--- src/rtl/mux_n_pipe_if.sv ---
// Valid/ready select bus: upstream words and select in, registered head beat out.
interface mux_n_pipe_if #(
    parameter int unsigned WIDTH  = 32,
    parameter int unsigned NUM_IN = 4
);
    localparam int unsigned SEL_W = (NUM_IN > 1) ? $clog2(NUM_IN) : 1;

    logic [NUM_IN*WIDTH-1:0] i_in;
    logic [SEL_W-1:0]        i_sel;
    logic                    i_valid;
    logic                    o_ready;
    logic [WIDTH-1:0]        o_out;
    logic                    o_sel_err;
    logic                    o_valid;
    logic                    i_ready;

    // Producer/consumer side: drives words, select and both handshake inputs.
    modport master (
        output i_in, i_sel, i_valid, i_ready,
        input  o_ready, o_out, o_sel_err, o_valid
    );

    // Selector side.
    modport slave (
        input  i_in, i_sel, i_valid, i_ready,
        output o_ready, o_out, o_sel_err, o_valid
    );
endinterface

--- src/rtl/mux_n_pipe.sv ---
// N-input word selector feeding a 2-entry skid buffer (MAIN + SKID).
// Ready depends only on the state register, so there is no i_ready -> o_ready path.
module mux_n_pipe #(
    parameter int unsigned WIDTH  = 32,
    parameter int unsigned NUM_IN = 4
) (
    input  logic          i_clk,
    input  logic          i_rst,
    mux_n_pipe_if.slave   bus
);
    localparam int unsigned SEL_W = (NUM_IN > 1) ? $clog2(NUM_IN) : 1;

    // Bit 0 = head valid, bit 1 = skid occupied.
    localparam logic [1:0] ST_EMPTY = 2'b00;
    localparam logic [1:0] ST_ONE   = 2'b01;
    localparam logic [1:0] ST_TWO   = 2'b11;

    logic [1:0]       state;
    logic [1:0]       state_nxt;
    logic [WIDTH-1:0] main_word;
    logic             main_err;
    logic [WIDTH-1:0] skid_word;
    logic             skid_err;
    logic [WIDTH-1:0] beat_word;
    logic             beat_err;
    logic             accept;
    logic             take;
    logic             load_main_beat;
    logic             load_main_skid;
    logic             load_skid;

    assign bus.o_valid   = state[0];
    assign bus.o_ready   = ~state[1] & ~i_rst;
    assign bus.o_out     = main_word;
    assign bus.o_sel_err = main_err;

    assign accept = bus.i_valid & bus.o_ready;
    assign take   = bus.o_valid & bus.i_ready;

    // Word select; any index outside 0..NUM_IN-1 yields zero with the error flag set.
    always_comb begin
        beat_word = '0;
        beat_err  = 1'b1;
        for (int unsigned k = 0; k < NUM_IN; k++) begin
            if (bus.i_sel == SEL_W'(k)) begin
                beat_word = bus.i_in[k*WIDTH +: WIDTH];
                beat_err  = 1'b0;
            end
        end
    end

    // State register.
    always_ff @(posedge i_clk) begin
        if (i_rst) begin
            state <= ST_EMPTY;
        end else begin
            state <= state_nxt;
        end
    end

    // Next state and storage load strobes.
    always_comb begin
        state_nxt      = state;
        load_main_beat = 1'b0;
        load_main_skid = 1'b0;
        load_skid      = 1'b0;
        case (state)
            ST_EMPTY: begin
                if (accept) begin
                    load_main_beat = 1'b1;
                    state_nxt      = ST_ONE;
                end
            end
            ST_ONE: begin
                if (accept && take) begin
                    load_main_beat = 1'b1;
                end else if (accept) begin
                    load_skid = 1'b1;
                    state_nxt = ST_TWO;
                end else if (take) begin
                    state_nxt = ST_EMPTY;
                end
            end
            ST_TWO: begin
                if (take) begin
                    load_main_skid = 1'b1;
                    state_nxt      = ST_ONE;
                end
            end
            default: begin
                state_nxt = ST_EMPTY;
            end
        endcase
    end

    // MAIN holds the head beat; it refills from SKID when the head drains out of TWO.
    always_ff @(posedge i_clk) begin
        if (i_rst) begin
            main_word <= '0;
            main_err  <= 1'b0;
        end else if (load_main_beat) begin
            main_word <= beat_word;
            main_err  <= beat_err;
        end else if (load_main_skid) begin
            main_word <= skid_word;
            main_err  <= skid_err;
        end
    end

    // SKID catches the beat accepted while the head is stalled.
    always_ff @(posedge i_clk) begin
        if (i_rst) begin
            skid_word <= '0;
            skid_err  <= 1'b0;
        end else if (load_skid) begin
            skid_word <= beat_word;
            skid_err  <= beat_err;
        end
    end
endmodule

--- src/flat_wrapper.sv ---
// flat-port wrapper written by rule: the top's interface ports become plain ports
module mux_n_pipe_flat 
#(
    parameter int unsigned WIDTH  = 32,
    parameter int unsigned NUM_IN = 4
)
  (i_clk, i_rst, bus_i_in, bus_i_sel, bus_i_valid, bus_i_ready, bus_o_ready, bus_o_out, bus_o_sel_err, bus_o_valid);
  mux_n_pipe_if #(.WIDTH(WIDTH), .NUM_IN(NUM_IN)) bus_i ();
  input  logic i_clk;
  input  logic i_rst;
  input wire logic [$bits(bus_i.i_in)-1:0] bus_i_in;
  input wire logic [$bits(bus_i.i_sel)-1:0] bus_i_sel;
  input wire logic [$bits(bus_i.i_valid)-1:0] bus_i_valid;
  input wire logic [$bits(bus_i.i_ready)-1:0] bus_i_ready;
  output wire logic [$bits(bus_i.o_ready)-1:0] bus_o_ready;
  output wire logic [$bits(bus_i.o_out)-1:0] bus_o_out;
  output wire logic [$bits(bus_i.o_sel_err)-1:0] bus_o_sel_err;
  output wire logic [$bits(bus_i.o_valid)-1:0] bus_o_valid;
  assign bus_i.i_in = bus_i_in;
  assign bus_i.i_sel = bus_i_sel;
  assign bus_i.i_valid = bus_i_valid;
  assign bus_i.i_ready = bus_i_ready;
  assign bus_o_ready = bus_i.o_ready;
  assign bus_o_out = bus_i.o_out;
  assign bus_o_sel_err = bus_i.o_sel_err;
  assign bus_o_valid = bus_i.o_valid;
  mux_n_pipe #(.WIDTH(WIDTH), .NUM_IN(NUM_IN)) u_core (.i_clk(i_clk), .i_rst(i_rst), .bus(bus_i));
endmodule
--- config.mk ---
export PLATFORM = sky130hd
export DESIGN_NAME = mux_n_pipe_flat
export DESIGN_NICKNAME = d
export VERILOG_FILES = /design/src/rtl/mux_n_pipe_if.sv /design/src/rtl/mux_n_pipe.sv /design/src/flat_wrapper.sv
export SDC_FILE = /design/constraint.sdc
export NUM_CORES = 1
export LEC_CHECK = 0
export CAP_MARGIN = 20
export CORE_ASPECT_RATIO = 2
export CORE_MARGIN = 3
export CORE_UTILIZATION = 41
export DETAILED_ROUTE_END_ITERATION = 8
export PLACE_DENSITY = 0.8
export SYNTH_ARGS = -nofsm -noshare
export SYNTH_HDL_FRONTEND = slang
export SYNTH_SLANG_ARGS = --single-unit
--- constraint.sdc ---
create_clock -name i_clk -period 2.2 [get_ports i_clk]
set_clock_uncertainty 0.1 [all_clocks]
set_input_delay 0.44 -clock i_clk [delete_from_list [all_inputs] [get_ports i_clk]]
set_output_delay 0.44 -clock i_clk [all_outputs]
set_load 0.02 [all_outputs]
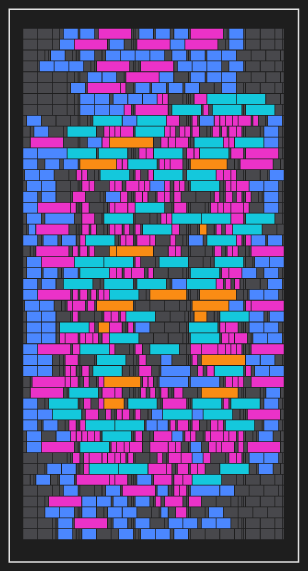
placement_by_type.png
Drawn at 4 px/um. Fill, decap, tap and diode cells in gray.
Key: clock drivers and dummy loads = orange [cells 16]; other buffers and delay cells = blue [cells 183]; combinational and other logic = magenta [cells 290]; flops = cyan [cells 68]

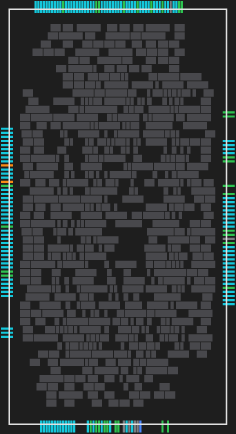
io_placement.png
Drawn at 3 px/um. Pins as bars across the die edge, other pins in gray.
Key: `bus_o_out` = green [pins 32, direction output, edge 10 right, 9 top, 9 bottom, 4 left]; `bus_o_valid` = blue [pins 1, direction output, edge bottom]; `bus_i_in` = cyan [pins 128, direction input, edge 44 top, 39 left, 26 right, 19 bottom]; `bus_i_sel` = orange [pins 2, direction input, edge left]
All pins by edge: 54 top, 45 left, 37 right, 33 bottom.

==> Slide: Implementation Results <==
Implementation Results

Global route
  – Grt met1 use: 22.0%
  – Overall routing resource usage: a little under a quarter
  – Met2 usage: around 45%
  – Largest net degree at the start of global routing: roughly 69
  – Number of global-route vias before repair: 3870
  – First-pass GRT wire length: ~18 mm
  – GR Layer Usage met3: roughly 4.2%
  – Antenna violations before repair: 0

Yosys
  – Synth logic family: simple AND/OR/NAND/NOR gates
  – Yosys Chip Area: between 0.003 and 0.004 mm^2
  – Main flop type: dfxtp_1
  – Top cell area share: a little under two fifths
  – Ao+oa area frac: ~14%
  – FFs w/ async S/R, synth: 0%
  – Ys Warns: 0
  – Yosys reg bits: between 60 and 70
  – Yosys simple share: roughly a fifth
  – Leading area contributor after synthesis: dfxtp_1
  – Synth mux share: between 20% and 30%
  – Largest cells by area: dfxtp_1 (38%), mux4_2 (20%), nand2_1 (10%)
  – Synth unique cells: 27
  – Commonest cells in the netlist: nand2_1 (99), dfxtp_1 (68), nor2_1 (36), nand3_1 (35), a21oi_1 (34)
  – Ys cells: between 300 and 400
  – Gate Count Post-Synth: ~400
  – Adder Share, Synth: under 10%
  – Post-Syn Area per Cell: a little under 9 um^2

Worst setup path
  – Worst Path Arrival: 1.49 ns
  – Crit path to: bus_o_valid
  – R2R setup slack: 0.19 ns
  – Family with the most delay on the worst path: buffers and inverters
  – Startpoint types: flip-flop
  – Reg2Reg Depth: 7
  – Critical Path Sink Type: output port
  – WP depth: 1
  – FF-to-FF End: u_core.bus.o_out[22]
  – CP peak stage delay: about 0.67 ns
  – CP cell instances: clkdlybuf4s50_1
  – Crit Path Category: reg -> out
  – Highest fanout seen on the critical path: 10
  – Slowest cell on crit path: clkdlybuf4s50_1
  – RR Startpoint: u_core.state[1]

STA
  – Slew Limit Fails: 0
  – RSZ-0062 raised after global routing: false
  – FMAX: slightly below 500 MHz
  – Crit share post-route: 92.3%
  – Final TNS setup: 0 ns
  – Worst-Margin Slew: roughly 0.7 ns
  – Setup Viol. Count Final: 0
  – Final tally of hold violations: 0
  – Slew Limit Headroom: ~53%
  – Minimum clock period: between 2 and 2.5 ns

Routing
  – Final WL: around 11 mm
  – Routed wl met3: slightly below 800 um
  – DRC viols: 0
  – Drt first pass iters: 4
  – Antenna Nets Post-Route: 0
  – Iter 0 DRT Violations: around 190
  – Uppermost layer routed: met4
  – WL met2: between 6 and 7 mm
  – Via-to-Cell Ratio: ~5.7
  – WL/cell: around 17 um

Hold path
  – Hold Crit Endpoint: u_core.skid_word[21]
  – Hold WC Path Type: reg -> reg
  – Worst hold path cell count: 2
  – Hold_sp: u_core.skid_word[21]

Die
  – Chip area: 0.00991 mm^2
  – Total core area: between 0.008 and 0.009 mm^2
  – Core Util at FP: a little over two fifths

Final layout
  – Area occupied by multi-input gates: 0.00203 mm^2
  – Nets: 690
  – Reg area: between 0.001 and 0.0015 mm^2
  – Most frequent cells in the layout: clkdlybuf4s50_1 (166), nand2_1 (99), dfxtp_1 (68), nor2_1 (36), nand3_1 (35)
  – Area Overhead vs Synth: 60.1%
  – Fill cell count: 674
  – Dominant logic cell type in the layout: clkdlybuf4s50_1
  – Final Util: about 70%

Placement
  – PortBufs: ~170
  – Final HPWL DP: around 8.4 mm
  – Placer congestion estimate: about 0.85

Power and ir drop
  – Switching Share: ~25%
  – Cell-internal power: about 2800 uW
  – Power Dens Cells: around 660 mW/mm^2
  – Worst vdd ir: roughly 530 uV
  – LEAKAGE: 0.00197 uW
  – Total power: 3790 uW
  – Seq pwr share: a little over a third
  – Leading power group: the clock network
  – Comb group: slightly below 900 uW
  – Sw power: 940 uW

Clock tree
  – Hold_buf cts: 0
  – Postcts setup bufs: 0
  – Reg clk slew, reported paths: ~0.050 ns
  – Cts bufs inserted: 9
  – H-Tree Depth: 3
  – Number of gates resized after cts: 0
  – CTS tree: built

Flow run
  – Log Warnings: 29
  – MaxCap Viol Count: 0

Outcome
  – Status: complete, no violations
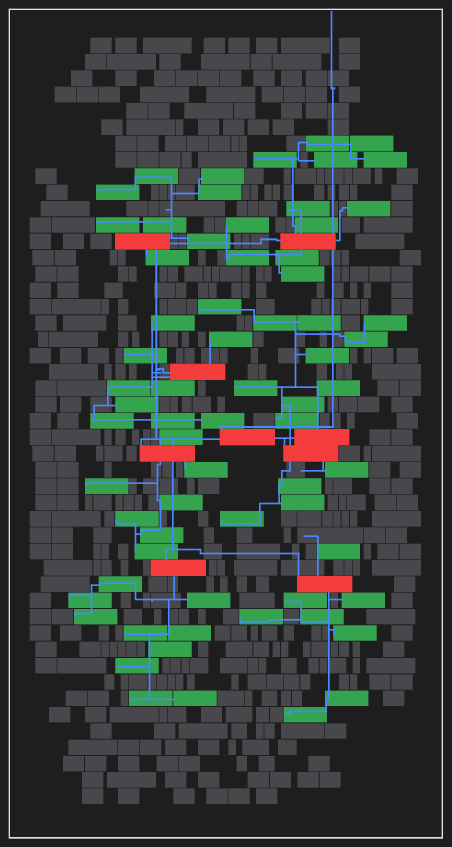
clk_routes.png
Drawn at 6 px/um.
Key: clock wires = blue [length 749 um]; flip-flops = green [count 68]; clock drivers = red [count 9]
There are 10 routed clock nets.
Late-Pin Clk Latency: 0.32 ns
clock network power: 1530 uW
Clock power frac: 40.4%

==> metrics by stage <==
stage | std cells | hold WS [ns] | setup slack (ns)
floorplan | 398 | 0.337 | 0.222
global placement | 639 | 0.342 | 0.00244
detailed placement | 639 | 0.347 | -0.0231
CTS | 655 | 0.354 | 0.165
global route | 655 | 0.370 | 0.0442
finish | 655 | 0.352 | 0.169
==> layout make-up <==
cell class                      instances  share of cell area [%]
Multi-Input combinational cell        287                    35.5
Timing Repair Buffer                  183                    32.6
Sequential cell                        68                    23.9
Clock buffer                           10                    4.19
Tap cell                               98                    2.15
Clock inverter                          6                    1.51
Inverter                                3                   0.197
==> flip-flops by register name, indices dropped and copies added, names as in the netlist <==
name                  cells
u_core.bus.o_out         32
u_core.skid_err           1
u_core.bus.o_sel_err      1
u_core.skid_word         32
u_core.state              2
Power is estimated from default activity; no workload was simulated.
